`src/rtl/fv_core_ex_rf_pkg.sv`:
```
// Shared defaults and orig/dup register mapping helpers for the EX register-file tracker.
// PAIR_MODE 0 pairs r with r+N/2; PAIR_MODE 1 pairs r with r^1.
package fv_core_ex_rf_pkg;

  localparam int unsigned DEF_NUM_REGS     = 32;
  localparam int unsigned DEF_NUM_WR_PORTS = 2;
  localparam int unsigned DEF_CNT_W        = 8;
  localparam int unsigned DEF_PAIR_MODE    = 0;

  function automatic int unsigned dup_of(input int unsigned r, input int unsigned n, input bit mode);
    return mode ? (r ^ 32'd1) : (r + n / 2);
  endfunction

  function automatic int unsigned orig_of(input int unsigned k, input bit mode);
    return mode ? (2 * k) : k;
  endfunction

  function automatic bit is_dup_reg(input int unsigned r, input int unsigned n, input bit mode);
    return mode ? r[0] : (r >= n / 2);
  endfunction

endpackage

```
`src/rtl/fv_core_ex_rf_portcount.sv`:
```
// Saturating accumulate of per-port hit bits onto a counter; flags attempts to exceed full scale.
module fv_core_ex_rf_portcount #(
  parameter int unsigned NUM_WR_PORTS = 2,
  parameter int unsigned CNT_W        = 8
) (
  input  logic [NUM_WR_PORTS-1:0] hits,
  input  logic [CNT_W-1:0]        cur,
  output logic [CNT_W-1:0]        nxt,
  output logic                    sat
);

  localparam int unsigned SUM_W = CNT_W + 4;

  logic [SUM_W-1:0] sum;

  always_comb begin
    sum = SUM_W'(cur);
    for (int unsigned p = 0; p < NUM_WR_PORTS; p++) begin
      sum = sum + SUM_W'(hits[p]);
    end
    sat = (sum > SUM_W'({CNT_W{1'b1}}));
    nxt = sat ? '1 : sum[CNT_W-1:0];
  end

endmodule

```
`src/rtl/fv_core_ex_rf_tracker.sv`:
```
// Tracks writes to original/duplicate register pairs, per-register lock state, and
// derives pair/overall readiness with sticky saturation and lock-violation flags.
module fv_core_ex_rf_tracker
  import fv_core_ex_rf_pkg::*;
#(
  parameter int unsigned         NUM_REGS     = DEF_NUM_REGS,
  parameter int unsigned         NUM_WR_PORTS = DEF_NUM_WR_PORTS,
  parameter int unsigned         ADDR_W       = $clog2(NUM_REGS),
  parameter int unsigned         CNT_W        = DEF_CNT_W,
  parameter int unsigned         PAIR_MODE    = DEF_PAIR_MODE,
  parameter logic [NUM_REGS-1:0] EXCL_MASK    = NUM_REGS'(1) |
                                                (NUM_REGS'(1) << dup_of(0, NUM_REGS, (PAIR_MODE != 0)))
) (
  input  logic                           clk,
  input  logic                           reset_,
  input  logic [NUM_WR_PORTS-1:0]        wr_en,
  input  logic [NUM_WR_PORTS*ADDR_W-1:0] wr_rd,
  input  logic [NUM_WR_PORTS-1:0]        lock,
  input  logic [NUM_WR_PORTS-1:0]        unlock,
  input  logic [NUM_WR_PORTS*ADDR_W-1:0] lock_num,
  input  logic                           dup_enable,
  input  logic                           dup_done,
  input  logic                           sync_ready,
  input  logic                           clear,
  output logic                           ready,
  output logic [NUM_REGS/2-1:0]          pair_ready,
  output logic [CNT_W-1:0]               total_orig,
  output logic [CNT_W-1:0]               total_dup,
  output logic                           any_locked,
  output logic                           sat_err,
  output logic                           lock_err
);

  localparam bit MODE = (PAIR_MODE != 0);

  function automatic logic addr_ok(input logic [ADDR_W-1:0] a);
    return {1'b0, a} < (ADDR_W+1)'(NUM_REGS);
  endfunction

  logic [CNT_W-1:0]        cnt_q     [NUM_REGS];
  logic [CNT_W-1:0]        cnt_nxt   [NUM_REGS];
  logic [NUM_WR_PORTS-1:0] reg_hits  [NUM_REGS];
  logic [NUM_REGS-1:0]     reg_sat;
  logic [NUM_REGS-1:0]     lock_q, lock_nxt;
  logic [NUM_WR_PORTS-1:0] orig_hits, dup_hits;
  logic [CNT_W-1:0]        orig_nxt, dup_nxt;
  logic                    orig_sat, dup_sat;
  logic [ADDR_W-1:0]       wr_addr, lk_addr;

  always_comb begin
    orig_hits = '0;
    dup_hits  = '0;
    wr_addr   = '0;
    for (int unsigned p = 0; p < NUM_WR_PORTS; p++) begin
      wr_addr = wr_rd[p*ADDR_W +: ADDR_W];
      if (wr_en[p] && addr_ok(wr_addr) && !EXCL_MASK[wr_addr]) begin
        if (is_dup_reg(32'(wr_addr), NUM_REGS, MODE)) dup_hits[p]  = 1'b1;
        else                                          orig_hits[p] = 1'b1;
      end
    end
  end

  always_comb begin
    for (int unsigned r = 0; r < NUM_REGS; r++) begin
      for (int unsigned p = 0; p < NUM_WR_PORTS; p++) begin
        reg_hits[r][p] = wr_en[p] && (wr_rd[p*ADDR_W +: ADDR_W] == ADDR_W'(r));
      end
    end
  end

  // Ports are applied in ascending order so a later port's event overrides an earlier one.
  always_comb begin
    lock_nxt = lock_q;
    lk_addr  = '0;
    for (int unsigned p = 0; p < NUM_WR_PORTS; p++) begin
      lk_addr = lock_num[p*ADDR_W +: ADDR_W];
      if (addr_ok(lk_addr)) begin
        if (lock[p])   lock_nxt[lk_addr] = 1'b1;
        if (unlock[p]) lock_nxt[lk_addr] = 1'b0;
      end
    end
  end

  fv_core_ex_rf_portcount #(.NUM_WR_PORTS(NUM_WR_PORTS), .CNT_W(CNT_W)) u_orig_cnt (
    .hits(orig_hits), .cur(total_orig), .nxt(orig_nxt), .sat(orig_sat)
  );

  fv_core_ex_rf_portcount #(.NUM_WR_PORTS(NUM_WR_PORTS), .CNT_W(CNT_W)) u_dup_cnt (
    .hits(dup_hits), .cur(total_dup), .nxt(dup_nxt), .sat(dup_sat)
  );

  for (genvar r = 0; r < NUM_REGS; r++) begin : g_reg
    fv_core_ex_rf_portcount #(.NUM_WR_PORTS(NUM_WR_PORTS), .CNT_W(CNT_W)) u_reg_cnt (
      .hits(reg_hits[r]), .cur(cnt_q[r]), .nxt(cnt_nxt[r]), .sat(reg_sat[r])
    );
  end

  always_ff @(posedge clk or negedge reset_) begin
    if (!reset_) begin
      cnt_q      <= '{default: '0};
      lock_q     <= '0;
      total_orig <= '0;
      total_dup  <= '0;
      sat_err    <= 1'b0;
      lock_err   <= 1'b0;
    end else if (clear) begin
      cnt_q      <= '{default: '0};
      lock_q     <= '0;
      total_orig <= '0;
      total_dup  <= '0;
      sat_err    <= 1'b0;
      lock_err   <= 1'b0;
    end else begin
      cnt_q      <= cnt_nxt;
      lock_q     <= lock_nxt;
      total_orig <= orig_nxt;
      total_dup  <= dup_nxt;
      sat_err    <= sat_err | orig_sat | dup_sat | (|reg_sat);
      lock_err   <= lock_err | (sync_ready && (|lock_q));
    end
  end

  assign any_locked = |lock_q;
  assign ready      = dup_enable && !sat_err && ((total_orig == total_dup) || dup_done);

  for (genvar k = 0; k < NUM_REGS / 2; k++) begin : g_pair
    localparam int unsigned O = orig_of(k, MODE);
    localparam int unsigned D = dup_of(O, NUM_REGS, MODE);
    assign pair_ready[k] = dup_done ||
                           (!lock_q[O] && !lock_q[D] && (cnt_q[O] == cnt_q[D]) && !sat_err);
  end

endmodule

```
`config.mk`:
```
export PLATFORM = sky130hd
export DESIGN_NAME = fv_core_ex_rf_tracker
export DESIGN_NICKNAME = d
export VERILOG_FILES = /design/src/rtl/fv_core_ex_rf_pkg.sv /design/src/rtl/fv_core_ex_rf_portcount.sv /design/src/rtl/fv_core_ex_rf_tracker.sv
export SDC_FILE = /design/constraint.sdc
export NUM_CORES = 1
export LEC_CHECK = 0
export CAP_MARGIN = 20
export CORE_UTILIZATION = 51
export CTS_CLUSTER_SIZE = 10
export DETAILED_ROUTE_END_ITERATION = 10
export PLACE_DENSITY = 0.7
export SKIP_LAST_GASP = 1
export SLEW_MARGIN = 20
export SYNTH_ARGS = -nofsm -noshare
export SYNTH_HDL_FRONTEND = slang
export SYNTH_HIERARCHICAL = 1
export SYNTH_SLANG_ARGS = --single-unit
```
`constraint.sdc`:
```
create_clock -name clk -period 5.9 [get_ports clk]
set_input_delay 1.18 -clock clk [delete_from_list [all_inputs] [get_ports clk]]
set_output_delay 1.18 -clock clk [all_outputs]
set_load 0.1 [all_outputs]
```
Fig. 1: clock distribution
Bar = 50 um.
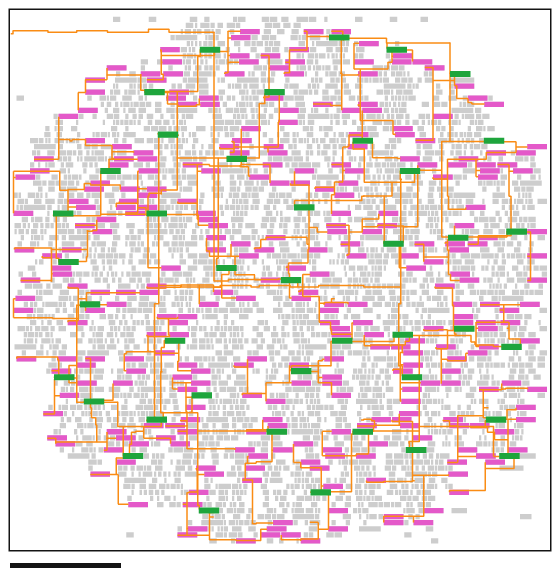
[clock wires] orange | length: 5270 um
[clock-net drivers] green | count: 41
[flip-flops] magenta | count: 306
flops lie	spread over the die
Clock power frac: 49.7%
Setup Skew: 0.01828 ns
Clock Latency Late Sink: 0.57 ns
Clk power: 0.00254 W

Fig. 2: ports around the boundary
Pins as bars across the die edge, other pins in gray.
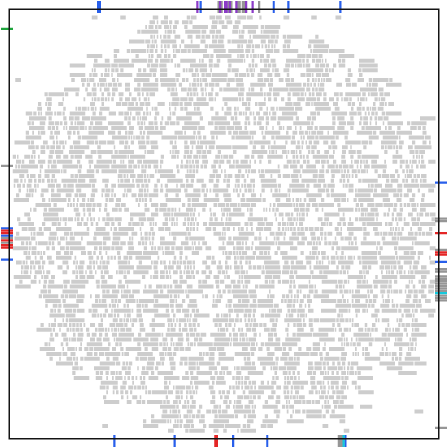
port	color	pins	direction	edge
lock	cyan	2	input	1 east, 1 south
clk	green	1	input	west
total_orig	purple	8	output	north
pair_ready	blue	16	output	6 north, 5 south, 3 west, 2 east
wr_rd	red	10	input	5 west, 3 east, 2 south
all pins by edge	23 north, 22 east, 12 west, 11 south
Die Y: 242.2 um
Die X: 242.2 um
Buffers on Ports: 67

==> results.txt <==
run metrics: Tmin final=4.892 ns, relative slew slack=29.78%, Synthesized Nets=3627, area grow syn2layout=6.272%, CTS tree=yes, Seq share, synth=26.02%, # resized after CTS=0, CP max FO=19, global-route met1 utilization=34.83%, #FFs+latches synth=306, CP delay by family, top=buffers and inverters, cell type with the largest total area=dfrtp_1, GPL Wtd Cong=0.9266, Largest Pwr Group=clock, Antenna Nets Post-Route=0, FP Util=51.89%, xor/xnor share=12.00%, top cells by count=nand2_1 (355), nor2b_1 (312), dfrtp_1 (306), xnor2_1 (220), a21oi_1 (172), CP peak stage delay=1.15 ns, AND/OR/NAND/NOR Cells, Area Fraction=28.26%, FF/Latch Area=0.007657 mm2, # hold bufs at CTS=0, comb pwr=0.000425 W, WP depth=3, final max-slew violation count=0, H-tree depth=2, max FFs per register=256, Yosys Instances=3425, seq pwr=0.00214 W, slowest CP cell=clkdlybuf4s50_1, first-pass GRT wire length=123.9 mm, Critical Path RT=4.72 ns, RSZ-0062 raised after global routing=no, Post-Syn Area=0.02943 mm2, pwr dens=163.1 mW/mm2, vias=25140, YS chip area=0.02943 mm2, Netlist cell types=51, outcome=finished clean, number of global-route vias before repair=23530, share of cells above drive strength 1=8.754%, CP Buf/Inv Count=1, GR Util met2=40.15%, Post-synth EDFFs=0, FP Rows=87, met3 usage=4.287%, placed cell count=4055, # Max-Cap Violations=0, post-DP HPWL=52.85 mm, CP Launch Point=sat_err, post-placement cell area=0.02991 mm2, clkbuf count=63, post-synthesis mux area share=1.301%, I/O Pins=68, Signal inverters=137, flop share of the area=24.49%, DR WL met2=34.00 mm, GRT busiest layer=met2, average size of a mapped cell=8.592 um2, comb area leader=simple AND/OR/NAND/NOR gates, Top Layer Used=met5, largest register by flop count=cnt_q, Data buffer area share=2.489%
Power and IR drop assume default switching activity.
